<file path="config.mk">
export PLATFORM = sky130hd
export DESIGN_NAME = event_monitor
export DESIGN_NICKNAME = d
export VERILOG_FILES = /design/src/rtl/event_monitor.sv
export SDC_FILE = /design/constraint.sdc
export NUM_CORES = 1
export LEC_CHECK = 0
export CORE_MARGIN = 1.5
export CORE_UTILIZATION = 51
export CTS_BUF_LIST = sky130_fd_sc_hd__clkbuf_4 sky130_fd_sc_hd__clkbuf_8
export DETAILED_ROUTE_END_ITERATION = 16
export GPL_TIMING_DRIVEN = 0
export PLACE_DENSITY = 0.75
export SYNTH_ARGS = -nofsm -noshare
export SYNTH_HDL_FRONTEND = slang
export SYNTH_SLANG_ARGS = --single-unit
</file>
<file path="constraint.sdc">
create_clock -name clk -period 2.1 [get_ports clk]
set_input_delay 0.42 -clock clk [delete_from_list [all_inputs] [get_ports clk]]
set_output_delay 0.42 -clock clk [all_outputs]
set_load 0.02 [all_outputs]
</file>
<file path="src/rtl/event_monitor.sv">
// event_monitor: multi-channel edge detector with per-channel saturating
// counters, sticky pending/overflow flags, ack/clear and an OR-combined irq.
// Revision: 1.0
`default_nettype none

module event_monitor #(
  parameter int NUM_CH = 4,
  parameter int CNT_W  = 8,
  parameter int SEL_W  = 2
) (
  input  logic                  clk,
  input  logic                  reset,
  input  logic [NUM_CH-1:0]     sig_in,
  input  logic [2*NUM_CH-1:0]   mode,
  input  logic [NUM_CH-1:0]     irq_en,
  input  logic                  ack_valid,
  input  logic [SEL_W-1:0]      ack_sel,
  input  logic [SEL_W-1:0]      rd_sel,
  output logic [NUM_CH-1:0]     pending,
  output logic                  irq,
  output logic [CNT_W-1:0]      rd_cnt,
  output logic [NUM_CH-1:0]     overflow
);

  localparam logic [CNT_W-1:0] C_CNT_MAX = '1;

  logic [NUM_CH-1:0] r_prev;
  logic              r_primed;
  logic [NUM_CH-1:0] r_pending;
  logic [NUM_CH-1:0] r_overflow;
  logic [CNT_W-1:0]  r_cnt [NUM_CH];
  logic              r_irq;
  logic [CNT_W-1:0]  r_rd_cnt;

  logic [NUM_CH-1:0] w_rise;
  logic [NUM_CH-1:0] w_fall;
  logic [NUM_CH-1:0] w_ev;
  logic [NUM_CH-1:0] w_ack_hit;
  logic [NUM_CH-1:0] w_pend_n;
  logic [NUM_CH-1:0] w_ovf_n;
  logic [CNT_W-1:0]  w_cnt_n [NUM_CH];
  logic [CNT_W-1:0]  w_rd_n;
  logic              w_irq_n;

  assign w_rise = sig_in & ~r_prev;
  assign w_fall = ~sig_in & r_prev;

  always_comb begin
    w_ev      = '0;
    w_ack_hit = '0;
    w_pend_n  = r_pending;
    w_ovf_n   = r_overflow;
    w_cnt_n   = r_cnt;
    w_rd_n    = '0;
    for (int i = 0; i < NUM_CH; i++) begin
      unique case (mode[2*i +: 2])
        2'd1:    w_ev[i] = w_rise[i];
        2'd2:    w_ev[i] = w_fall[i];
        2'd3:    w_ev[i] = w_rise[i] | w_fall[i];
        default: w_ev[i] = 1'b0;
      endcase
      // Until primed, prev holds reset zeros, not real history.
      w_ev[i]      = w_ev[i] & r_primed;
      w_ack_hit[i] = ack_valid && (ack_sel == SEL_W'(i));

      if (w_ev[i]) begin
        w_pend_n[i] = 1'b1;
        if (w_ack_hit[i]) begin
          // Event beats a simultaneous ack: counter restarts at one.
          w_cnt_n[i] = CNT_W'(1);
          w_ovf_n[i] = 1'b0;
        end else if (r_cnt[i] == C_CNT_MAX) begin
          w_ovf_n[i] = 1'b1;
        end else begin
          w_cnt_n[i] = r_cnt[i] + CNT_W'(1);
        end
      end else if (w_ack_hit[i]) begin
        w_pend_n[i] = 1'b0;
        w_ovf_n[i]  = 1'b0;
        w_cnt_n[i]  = '0;
      end

      if (rd_sel == SEL_W'(i)) begin
        w_rd_n = w_cnt_n[i];
      end
    end
    w_irq_n = |(w_pend_n & irq_en);
  end

  always_ff @(posedge clk) begin
    if (!reset) begin
      r_prev     <= '0;
      r_primed   <= 1'b0;
      r_pending  <= '0;
      r_overflow <= '0;
      r_irq      <= 1'b0;
      r_rd_cnt   <= '0;
      for (int i = 0; i < NUM_CH; i++) begin
        r_cnt[i] <= '0;
      end
    end else begin
      r_prev     <= sig_in;
      r_primed   <= 1'b1;
      r_pending  <= w_pend_n;
      r_overflow <= w_ovf_n;
      r_irq      <= w_irq_n;
      r_rd_cnt   <= w_rd_n;
      r_cnt      <= w_cnt_n;
    end
  end

  assign pending  = r_pending;
  assign overflow = r_overflow;
  assign irq      = r_irq;
  assign rd_cnt   = r_rd_cnt;

endmodule

`default_nettype wire

</file>
### M2 wires

Bar = 20 µm. Cells faint in the background.
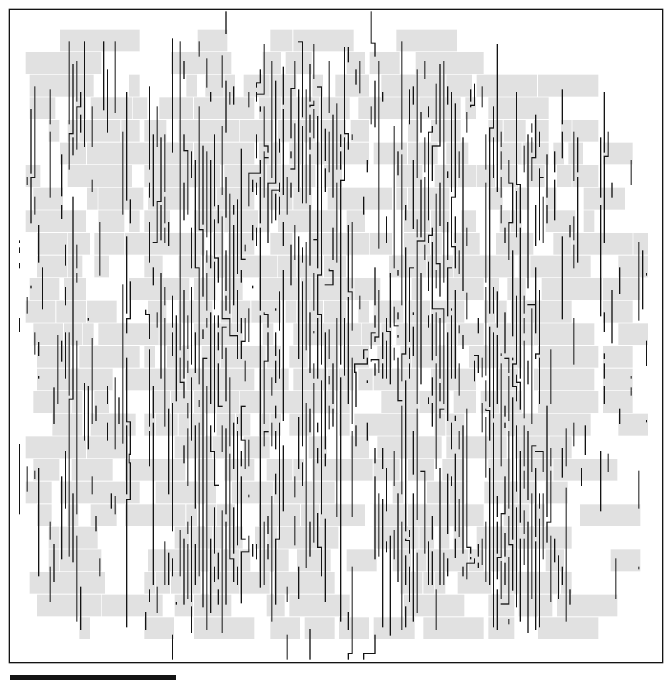
nets with wire on the layer: 389
wire length on this layer: 3,930 µm
share of all routed wire: 50%
main direction: vertical
M2 GR Usage: 44.87%
drt total wl: 7.809 mm
vias: 2,781

==> impl_metrics.csv <==
group,metric,value,unit
worst_setup_path,cp.required,2310,ps
logic_synthesis,fp_nets,365,
placement,port_buffers,38,
cells_and_area,n_fill_cell,441,
final_timing,fin_ws,-40.93,ps
pwr,power_frac_seq,50.2,%
placement,gp_congestion,0.8609,
worst_setup_path,worstReg2RegStart,"r_prev[2]",
detailed_routing,firstDrtPassIters,4,
logic_synthesis,ys_warn_count,0,
job,cap_violations,0,
logic_synthesis,top_cells_by_count,"54 x dfxtp_1, 34 x nor2_1, 30 x nand2_1",
status,violations,"negative setup slack",
worst_setup_path,crit_fanout,6,
floorplanning,coreArea,5507,µm²
placement,place_area,3402,µm²
logic_synthesis,synthArstFlopShare,0,%
pwr,ir_worst_vdd,0.3217,mV
cells_and_area,area_delta_synth_final,36.62,%
final_timing,worst_pin_slew,666.9,ps
logic_synthesis,ys_cells,330,
logic_synthesis,top_cell,"dfxtp_1",
clock_network,clk_path_buf_depth,2,
floorplanning,fp_util,52.74,%
status,outcome,"complete, but fails checks",
pwr,p_int,1.578,mW
final_timing,hold_viol,0,
final_timing,period_needed,2141,ps
detailed_routing,drc,0,
final_timing,slew_violations,0,
job,warning_count,32,
pwr,swShare,26.02,%
hold_path,min_from,"sig_in[0]",
final_timing,setup_viol,3,
final_timing,timing.fmax,0.4671,GHz
logic_synthesis,ys_chip_area,2904,µm²
pwr,p_leak,1.637,nW
clock_network,cts_sinks,54,
logic_synthesis,ys_seq_share,37.23,%
floorplanning,ios,40,
placement,hpwl,5.200,mm
detailed_routing,drt-initial-drc-count,212,
detailed_routing,routedWlPerCell,16.72,µm
worst_setup_path,crit_path_start,"mode[4]",
clock_network,cts.clk_slew.worst_paths,90,ps
global_route,gr-usage-all-layers,25.89,%
cells_and_area,design_area,3968,µm²
logic_synthesis,avgSynthCellArea,8.800,µm²
clock_network,cts_tree,"done",
floorplanning,die_h,78.46,µm
logic_synthesis,synth.distinct_cells,65,
floorplanning,die-area,6156,µm²
clock_network,cts_made_buffers,5,
global_route,globalRoute.totalOverflow,0,
logic_synthesis,top_cell_area_share,37.23,%
logic_synthesis,ys_ff,54,
global_route,grt_pass1_vias,2596,
pwr,p_clk_share,31.6,%
worst_setup_path,critPathArrivalTime,2350,ps
final_timing,worst_clock_skew,10.02,ps
clock_network,hold_buffers,0,
clock_network,insertion_delay,310,ps
detailed_routing,viasPerCell,5.955,
clock_network,clock-root-buffer,"clkbuf_8",
worst_setup_path,path_class,"input pin to flip-flop",
pwr,power_density,537.5,nW/µm²
floorplanning,die-width,78.46,µm
### Zoomed window

Bar = 10 µm. Region (19, 4) to (59, 44) µm. Cells in gray, sequential cells in the stronger gray; small squares are vias.
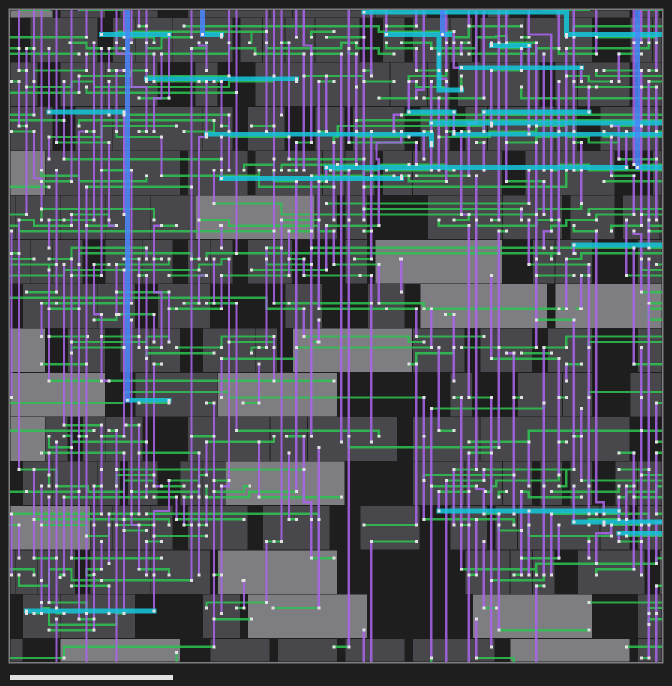
legend:
  cyan:
    layer: met3
  purple:
    layer: met2
  blue:
    layer: met4
  green:
    layer: met1
netlist names of flops here include: r_cnt (11), rd_cnt (2)
most frequent: nand2_1 (20), nor2_1 (12), dfxtp_1 (12)
cells with their middle in the window: 143
sequential cells in the window: 14

-- per-layer routing --
layer,track usage (%),up-vias,routed length [µm]
met4,8.929,0,131
met5,0,-,0
met2,44.87,93,3932
met3,4.767,12,415
met1,32.14,1354,3329
li1,-,1322,-
-- layout make-up --
cell class | instances | area, µm² | area share [%]
multi-input cells | 250 | 2009 | 50.65
well taps | 72 | 90.09 | 2.271
clock buffers | 8 | 110.1 | 2.775
plain buffers | 10 | 72.57 | 1.829
inverters | 14 | 52.55 | 1.325
flip-flops and latches | 54 | 1090 | 27.47
repair buffers | 59 | 543.0 | 13.69
-- registers in the layout, summed over array words and instances (netlist names) --
signal and flops:
r_prev 4, irq 1, r_primed 1, pending 4
overflow 4, r_cnt 32, rd_cnt 8
-- metrics by stage --
step / instances / TNS (ps) / hold slack (ps) / util (%) / setup WS (ps)
after global routing: 467 / -412.2 / 374.3 / 72.05 / -118.7
after floorplan: 330 / 0 / 447.7 / - / 0.2138
after CTS: 463 / -248.9 / 367.8 / 68.44 / -71.50
after detailed placement: 440 / -17300 / 464.4 / 61.78 / -835.7
final: 467 / -78.34 / 369.4 / 72.05 / -40.93
after global placement: 440 / -15450 / 447.7 / 61.78 / -835.0
-- logic make-up (layout without fill, tap and decap cells) --
kind of cell,Yosys count,count (layout),synth area share [%]
AND-OR/OR-AND,67,67,18.31
XOR/XNOR,7,7,2.111
adder cells (fa/ha/maj),12,12,5.170
buffers and inverters,26,91,4.179
flip-flops,54,54,37.23
multiplexers,13,13,5.041
AND/OR/NAND/NOR,151,151,27.96
-- cell usage in the layout (no fill, tap or decap), types with 8 or more instances in the layout --
master,count
a21oi_1,9
and2_1,10
and3_1,15
buf_4,20
clkbuf_8,8
clkdlybuf4s50_1,27
dfxtp_1,47
inv_1,9
nand2_1,28
nand3_1,15
nor2_1,34
-- worst paths after layout --
check           endpoint  slack (ps)  cells after the start
max            rd_cnt[0]         -40                      9
min            r_prev[0]         370                      3
min reg2reg  overflow[0]         480                      2
max reg2reg    rd_cnt[0]         -40                     10
-- critical path, cell delays in order --
cell             delay, ps
clkdlybuf4s50_1        470
a21oi_2                170
a311oi_4                80
buf_6                  160
buf_6                  120
o21a_1                 100
a31o_1                 200
mux4_2                 470
and2_4                 150
-- power groups by stage --
stage                     logic (mW)  registers (mW)  clock network (mW)
after floorplan                0.160            1.11                   0
after global placement         0.296            1.09                   0
after detailed placement       0.302            1.09                   0
after CTS                      0.353            1.07               0.688
after global routing           0.416            1.07               0.742
final                          0.389            1.07               0.673
-- repair_timing --
item	in CTS	in global routing
hold endpoints to repair	0	0
resized	54	40
endpoints found under the setup margin	26	8
pin swaps	16	11
buffers inserted	15	6
Power and IR drop assume default switching activity.
